Fig. 1: sequential cells grouped by signal name
Bar = 20 microns. Other sequential cells in the stronger gray, the rest of the logic in the fainter gray.
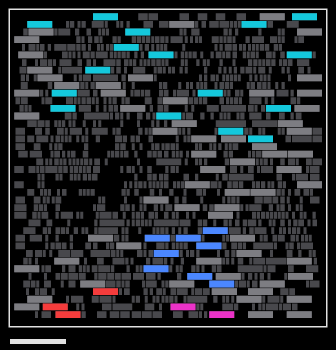
Fig. 2: selected gate families
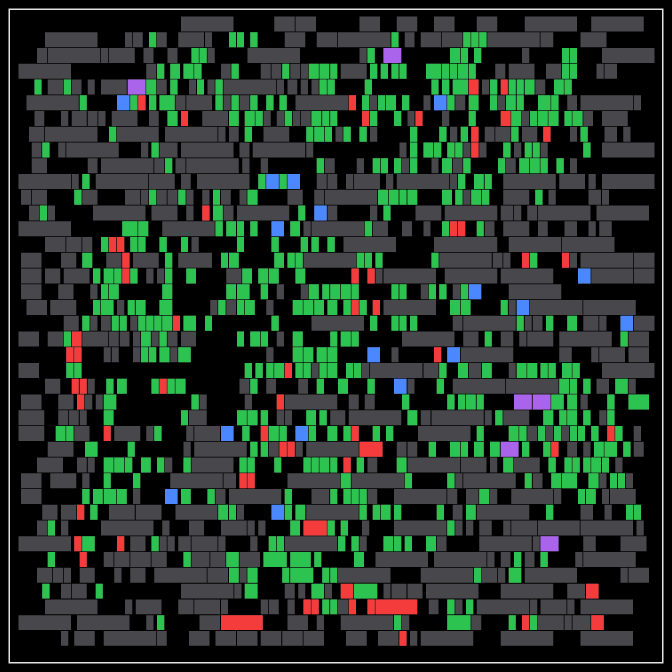
Fig. 3: clock wires, drivers and flops
Bar = 20 microns.
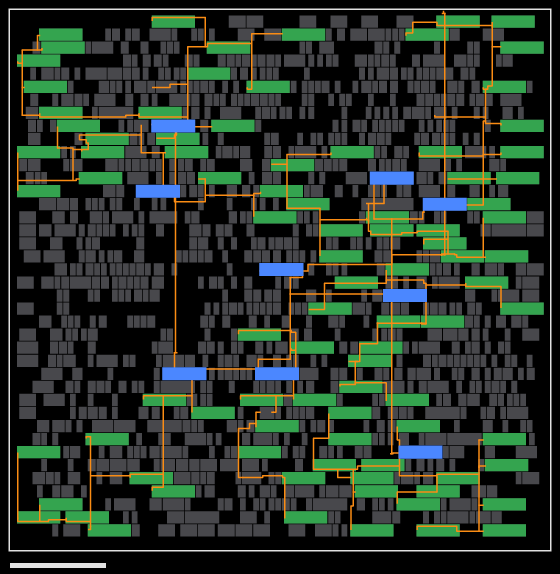
Fig. 4: congestion heat map
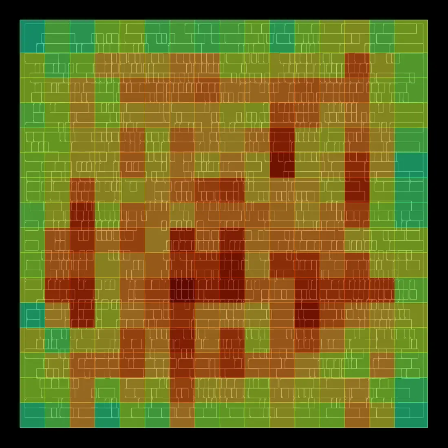
Fig. 5: cells colored by class
Bar = 20 microns.
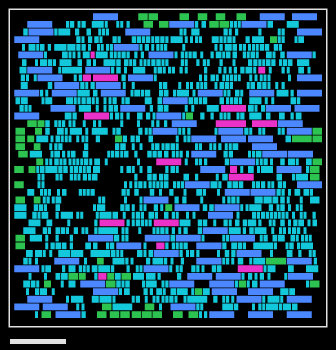
`src/rtl/calc_pkg.sv`:
```
// calc_pkg: shared opcodes and FSM encoding for the sequential calculator.
//   OP_ADDSUB / OP_MINMAX finish in one cycle; OP_MUL / OP_DIV iterate WIDTH cycles.
//   Codes 4..7 are illegal and produce res=0, err=1.
package calc_pkg;

  localparam logic [2:0] OP_ADDSUB = 3'd0;
  localparam logic [2:0] OP_MINMAX = 3'd1;
  localparam logic [2:0] OP_MUL    = 3'd2;
  localparam logic [2:0] OP_DIV    = 3'd3;

  typedef enum logic [1:0] {
    S_IDLE = 2'd0,
    S_BUSY = 2'd1,
    S_DONE = 2'd2
  } state_e;

endpackage

```
`src/rtl/calc_div_seq.sv`:
```
// calc_div_seq: unsigned restoring divider, one quotient bit per cycle, MSB first.
//   start    : load dividend/divisor (divisor must be non-zero)
//   dividend : numerator, divisor : denominator
//   quot/rem : result of the iteration performed in the current cycle; valid as
//              the final answer when done=1
//   done     : this cycle performs the last of WIDTH iterations
module calc_div_seq
  import calc_pkg::*;
#(
  parameter int WIDTH = 8
) (
  input  logic             clk,
  input  logic             rst_n,
  input  logic             start,
  input  logic [WIDTH-1:0] dividend,
  input  logic [WIDTH-1:0] divisor,
  output logic [WIDTH-1:0] quot,
  output logic [WIDTH-1:0] rem,
  output logic             done
);

  localparam int CW = (WIDTH > 1) ? $clog2(WIDTH) : 1;
  localparam logic [CW-1:0] CNT_INIT = CW'(WIDTH - 1);

  logic [WIDTH-1:0] quo_q, quo_d;   // dividend bits shift out, quotient bits shift in
  logic [WIDTH-1:0] rem_q, rem_d;   // partial remainder, always < divisor
  logic [WIDTH-1:0] dvs_q, dvs_d;
  logic [CW-1:0]    cnt_q, cnt_d;
  logic             busy_q, busy_d;

  logic [WIDTH:0]   trial, diff;
  logic             qbit;
  logic [WIDTH-1:0] quo_it, rem_it;

  always_comb begin
    // trial needs WIDTH+1 bits: 2*rem+1 can exceed 2^WIDTH-1
    trial  = {rem_q, quo_q[WIDTH-1]};
    diff   = trial - {1'b0, dvs_q};
    qbit   = ~diff[WIDTH];  // no borrow => trial >= divisor
    rem_it = qbit ? diff[WIDTH-1:0] : trial[WIDTH-1:0];
    quo_it = {quo_q[WIDTH-2:0], qbit};

    quo_d  = quo_q;
    rem_d  = rem_q;
    dvs_d  = dvs_q;
    cnt_d  = cnt_q;
    busy_d = busy_q;
    if (start) begin
      quo_d  = dividend;
      rem_d  = '0;
      dvs_d  = divisor;
      cnt_d  = CNT_INIT;
      busy_d = 1'b1;
    end else if (busy_q) begin
      quo_d = quo_it;
      rem_d = rem_it;
      cnt_d = cnt_q - 1'b1;
      if (cnt_q == '0) busy_d = 1'b0;
    end
  end

  assign quot = quo_it;
  assign rem  = rem_it;
  assign done = busy_q && (cnt_q == '0);

  always_ff @(posedge clk or negedge rst_n) begin
    if (!rst_n) begin
      quo_q  <= '0;
      rem_q  <= '0;
      dvs_q  <= '0;
      cnt_q  <= '0;
      busy_q <= 1'b0;
    end else begin
      quo_q  <= quo_d;
      rem_q  <= rem_d;
      dvs_q  <= dvs_d;
      cnt_q  <= cnt_d;
      busy_q <= busy_d;
    end
  end

endmodule

```
`src/rtl/seq_calc.sv`:
```
// seq_calc: unsigned WIDTH-bit sequential calculator with valid/ready ports.
//   in_valid/in_ready : operand handshake (in_ready = FSM idle)
//   op, a, b          : opcode and operands, captured on accept
//   out_valid/out_ready: result handshake; result held until accepted
//   res               : {hi, lo} 2*WIDTH result
//   err               : divide-by-zero or illegal opcode
// ADDSUB/MINMAX/illegal/DIV-by-0 complete on the accept edge; MUL (shift-add,
// LSB first) and DIV (restoring, in calc_div_seq) take WIDTH BUSY cycles.
module seq_calc
  import calc_pkg::*;
#(
  parameter int WIDTH = 8
) (
  input  logic               clk,
  input  logic               rst_n,
  input  logic               in_valid,
  output logic               in_ready,
  input  logic [2:0]         op,
  input  logic [WIDTH-1:0]   a,
  input  logic [WIDTH-1:0]   b,
  output logic               out_valid,
  input  logic               out_ready,
  output logic [2*WIDTH-1:0] res,
  output logic               err
);

  localparam int CW = (WIDTH > 1) ? $clog2(WIDTH) : 1;
  localparam logic [CW-1:0] CNT_INIT = CW'(WIDTH - 1);

  state_e             state_q, state_d;
  logic [CW-1:0]      cnt_q, cnt_d;
  logic               is_mul_q, is_mul_d;
  logic [2*WIDTH-1:0] acc_q, acc_d;       // product accumulator
  logic [2*WIDTH-1:0] mcand_q, mcand_d;   // multiplicand, shifted left each step
  logic [WIDTH-1:0]   mplier_q, mplier_d; // multiplier, shifted right each step
  logic [2*WIDTH-1:0] res_q, res_d;
  logic               err_q, err_d;

  logic [WIDTH-1:0]   sum_w, dif_w;
  logic [2*WIDTH-1:0] mul_add;
  logic               div_start, div_done, last;
  logic [WIDTH-1:0]   div_quot, div_rem;

  calc_div_seq #(.WIDTH(WIDTH)) u_div (
    .clk      (clk),
    .rst_n    (rst_n),
    .start    (div_start),
    .dividend (a),
    .divisor  (b),
    .quot     (div_quot),
    .rem      (div_rem),
    .done     (div_done)
  );

  // Handshake outputs come straight from the state register.
  assign in_ready  = (state_q == S_IDLE);
  assign out_valid = (state_q == S_DONE);
  assign res       = res_q;
  assign err       = err_q;

  always_comb begin
    sum_w    = a + b;
    dif_w    = a - b;
    mul_add  = mplier_q[0] ? (acc_q + mcand_q) : acc_q;
    last     = is_mul_q ? (cnt_q == '0) : div_done;

    state_d   = state_q;
    cnt_d     = cnt_q;
    is_mul_d  = is_mul_q;
    acc_d     = acc_q;
    mcand_d   = mcand_q;
    mplier_d  = mplier_q;
    res_d     = res_q;
    err_d     = err_q;
    div_start = 1'b0;

    unique case (state_q)
      S_IDLE: begin
        if (in_valid) begin
          case (op)
            OP_ADDSUB: begin
              res_d   = {sum_w, dif_w};
              err_d   = 1'b0;
              state_d = S_DONE;
            end
            OP_MINMAX: begin
              res_d   = (a < b) ? {a, b} : {b, a};
              err_d   = 1'b0;
              state_d = S_DONE;
            end
            OP_MUL: begin
              acc_d    = '0;
              mcand_d  = {{WIDTH{1'b0}}, a};
              mplier_d = b;
              is_mul_d = 1'b1;
              cnt_d    = CNT_INIT;
              state_d  = S_BUSY;
            end
            OP_DIV: begin
              if (b == '0) begin
                res_d   = {{WIDTH{1'b1}}, a};
                err_d   = 1'b1;
                state_d = S_DONE;
              end else begin
                div_start = 1'b1;
                is_mul_d  = 1'b0;
                cnt_d     = CNT_INIT;
                state_d   = S_BUSY;
              end
            end
            default: begin
              res_d   = '0;
              err_d   = 1'b1;
              state_d = S_DONE;
            end
          endcase
        end
      end
      S_BUSY: begin
        cnt_d = cnt_q - 1'b1;
        if (is_mul_q) begin
          acc_d    = mul_add;
          mcand_d  = mcand_q << 1;
          mplier_d = mplier_q >> 1;
        end
        if (last) begin
          // final iteration result goes straight into res
          res_d   = is_mul_q ? mul_add : {div_quot, div_rem};
          err_d   = 1'b0;
          state_d = S_DONE;
        end
      end
      S_DONE: begin
        if (out_ready) state_d = S_IDLE;
      end
      default: state_d = S_IDLE;
    endcase
  end

  always_ff @(posedge clk or negedge rst_n) begin
    if (!rst_n) begin
      state_q  <= S_IDLE;
      cnt_q    <= '0;
      is_mul_q <= 1'b0;
      acc_q    <= '0;
      mcand_q  <= '0;
      mplier_q <= '0;
      res_q    <= '0;
      err_q    <= 1'b0;
    end else begin
      state_q  <= state_d;
      cnt_q    <= cnt_d;
      is_mul_q <= is_mul_d;
      acc_q    <= acc_d;
      mcand_q  <= mcand_d;
      mplier_q <= mplier_d;
      res_q    <= res_d;
      err_q    <= err_d;
    end
  end

endmodule
```
`config.mk`:
```
export PLATFORM = sky130hd
export DESIGN_NAME = seq_calc
export DESIGN_NICKNAME = d
export VERILOG_FILES = /design/src/rtl/calc_pkg.sv /design/src/rtl/calc_div_seq.sv /design/src/rtl/seq_calc.sv
export SDC_FILE = /design/constraint.sdc
export NUM_CORES = 1
export LEC_CHECK = 0
export ABC_AREA = 1
export CORE_MARGIN = 1
export CORE_UTILIZATION = 57
export CTS_CLUSTER_DIAMETER = 200
export DETAILED_ROUTE_END_ITERATION = 8
export PLACE_DENSITY = 0.75
export SETUP_SLACK_MARGIN = 0.05
export SLEW_MARGIN = 20
export SYNTH_ARGS = -nofsm -noshare
export SYNTH_HDL_FRONTEND = slang
export SYNTH_SLANG_ARGS = --single-unit
export TNS_END_PERCENT = 50
```
`constraint.sdc`:
```
create_clock -name clk -period 4.1 [get_ports clk]
set_input_delay 1.025 -clock clk [delete_from_list [all_inputs] [get_ports clk]]
set_output_delay 1.025 -clock clk [all_outputs]
set_load 0.01 [all_outputs]
```
==> job_summary.md <==
## Synthesis and layout report

| Metric | Value |
|---|---|
| Status | complete, no violations |
| Crit Path Class | in -> reg |
| Vias per cell | about 5.6 |
| Uppermost layer routed | met4 |
| P_leak | roughly 4.1 nW |
| Placed inst area | about 7600 sq um |
| Avg WL per Cell | 16.8 microns |
| Final Critical Period | about 3500 ps |
| Worst slew pin tran | 780 ps |
| CP max FO | 20 |
| Dpl ws | 326 ps |
| Xor+xnor area frac | 0.00754 |
| Post-Synth Adder-Cell Area | 0.0869 |
| FFs w/ async S/R, synth | 1.00 |
| Top class by area | combinational gates |
| Buffering overhead | 0.0722 |
| Worst EP arrival | between 3000 and 4000 ps |
| Dominant logic cell types in the final layout | nand2_1 (313), inv_1 (161), nand3_1 (123) |
| CP Launch Type | input pin |
| CP Data Required Time | roughly 4300 ps |
| Hold slack | about 480 ps |
| Core box area | between 10000 and 15000 sq um |
| Worst-path clk slew | ~70 ps |
| Layout cells sized above 1 | 0.0781 |
| Met3 WL | approximately 1300 microns |
| GRT Util Overall | 0.343 |
| Top area contributor share | 0.327 |
| Seq pwr share | 0.296 |
| Crit end category | register |
| Synthesis area per yosys | roughly 7000 sq um |
| R2R setup slack | 1650 ps |
| Fp util | 0.583 |
## Picture notes: Fig. 1
[state_q] magenta | flops: 2
[cnt_q] red | flops: 3
[acc_q] cyan | flops: 16
[u_div.quo_q] blue | flops: 8 | where: bottom middle
not colored: 62
sequential cell area share: 0.289
Power Sequential: 1.57 mW
register area: 2280 sq um
Final Core Density: 0.658

## Picture notes: Fig. 2
[xor and xnor cells] purple | cells: 6 | most used: xnor2_1
[nor cells] red | cells: 62 | most used: nor2_1 | where: spread over the die
[and/or cells] blue | cells: 17 | most used: or2_2
[nand cells] green | cells: 464 | most used: nand2_1 | where: spread over the die
Comb area share: 0.494
Top cell excl fill/tap: nand2_1
final cell count without fillers: 1222

## Picture notes: Fig. 3
[clock drivers] blue | count: 9
[flip-flops] green | count: 91
[clock wires] orange | length: 1220 microns
flops lie: spread over the die
worst skew pair latency: 350 ps
clk pwr: 0.857 mW
Worst Skew: 7.43 ps
Clk pwr share: 0.162

## Picture notes: Fig. 4
GR Layer Usage met1: 0.494
grt met3 use: 0.0454

## Picture notes: Fig. 5
[combinational and other logic] cyan | cells: 909 | share of their area: 59%
[sequential cells] blue | cells: 91 | share of their area: 30%
[clock drivers and dummy loads] magenta | cells: 16 | share of their area: 3.9%
[remaining buffers and delay cells] green | cells: 59 | share of their area: 7.4%
num rows: 40
design area: 7870 sq um

-- worst max-delay path, stage by stage --
cell and delay (ps):
clkdlybuf4s50_1 520, inv_1 130, ha_1 250, fa_1 390
inv_1 110, nand3_1 110, nand2_2 110, nand2_2 130
nand2_2 330, nand2_1 90, nand3_1 80, nand2_1 60
a21oi_1 250, a21boi_0 130
-- cells by family after synthesis --
kind of cell,count (synthesis)
AOI/OAI and AO/OA,140
xor gates and xnor gates,6
adders and majority gates,46
buffers and inverters,200
DFF,91
and+or+nand+nor,543
-- state kept, by name, indices dropped and copies added (netlist names), 3 cells and up --
signal       cells
u_div.dvs_q      8
u_div.rem_q      8
cnt_q            3
mcand_q         16
u_div.cnt_q      3
mplier_q         8
acc_q           16
res             16
u_div.quo_q      8
Power figures rest on the tool's default switching activity, not on a simulated workload.
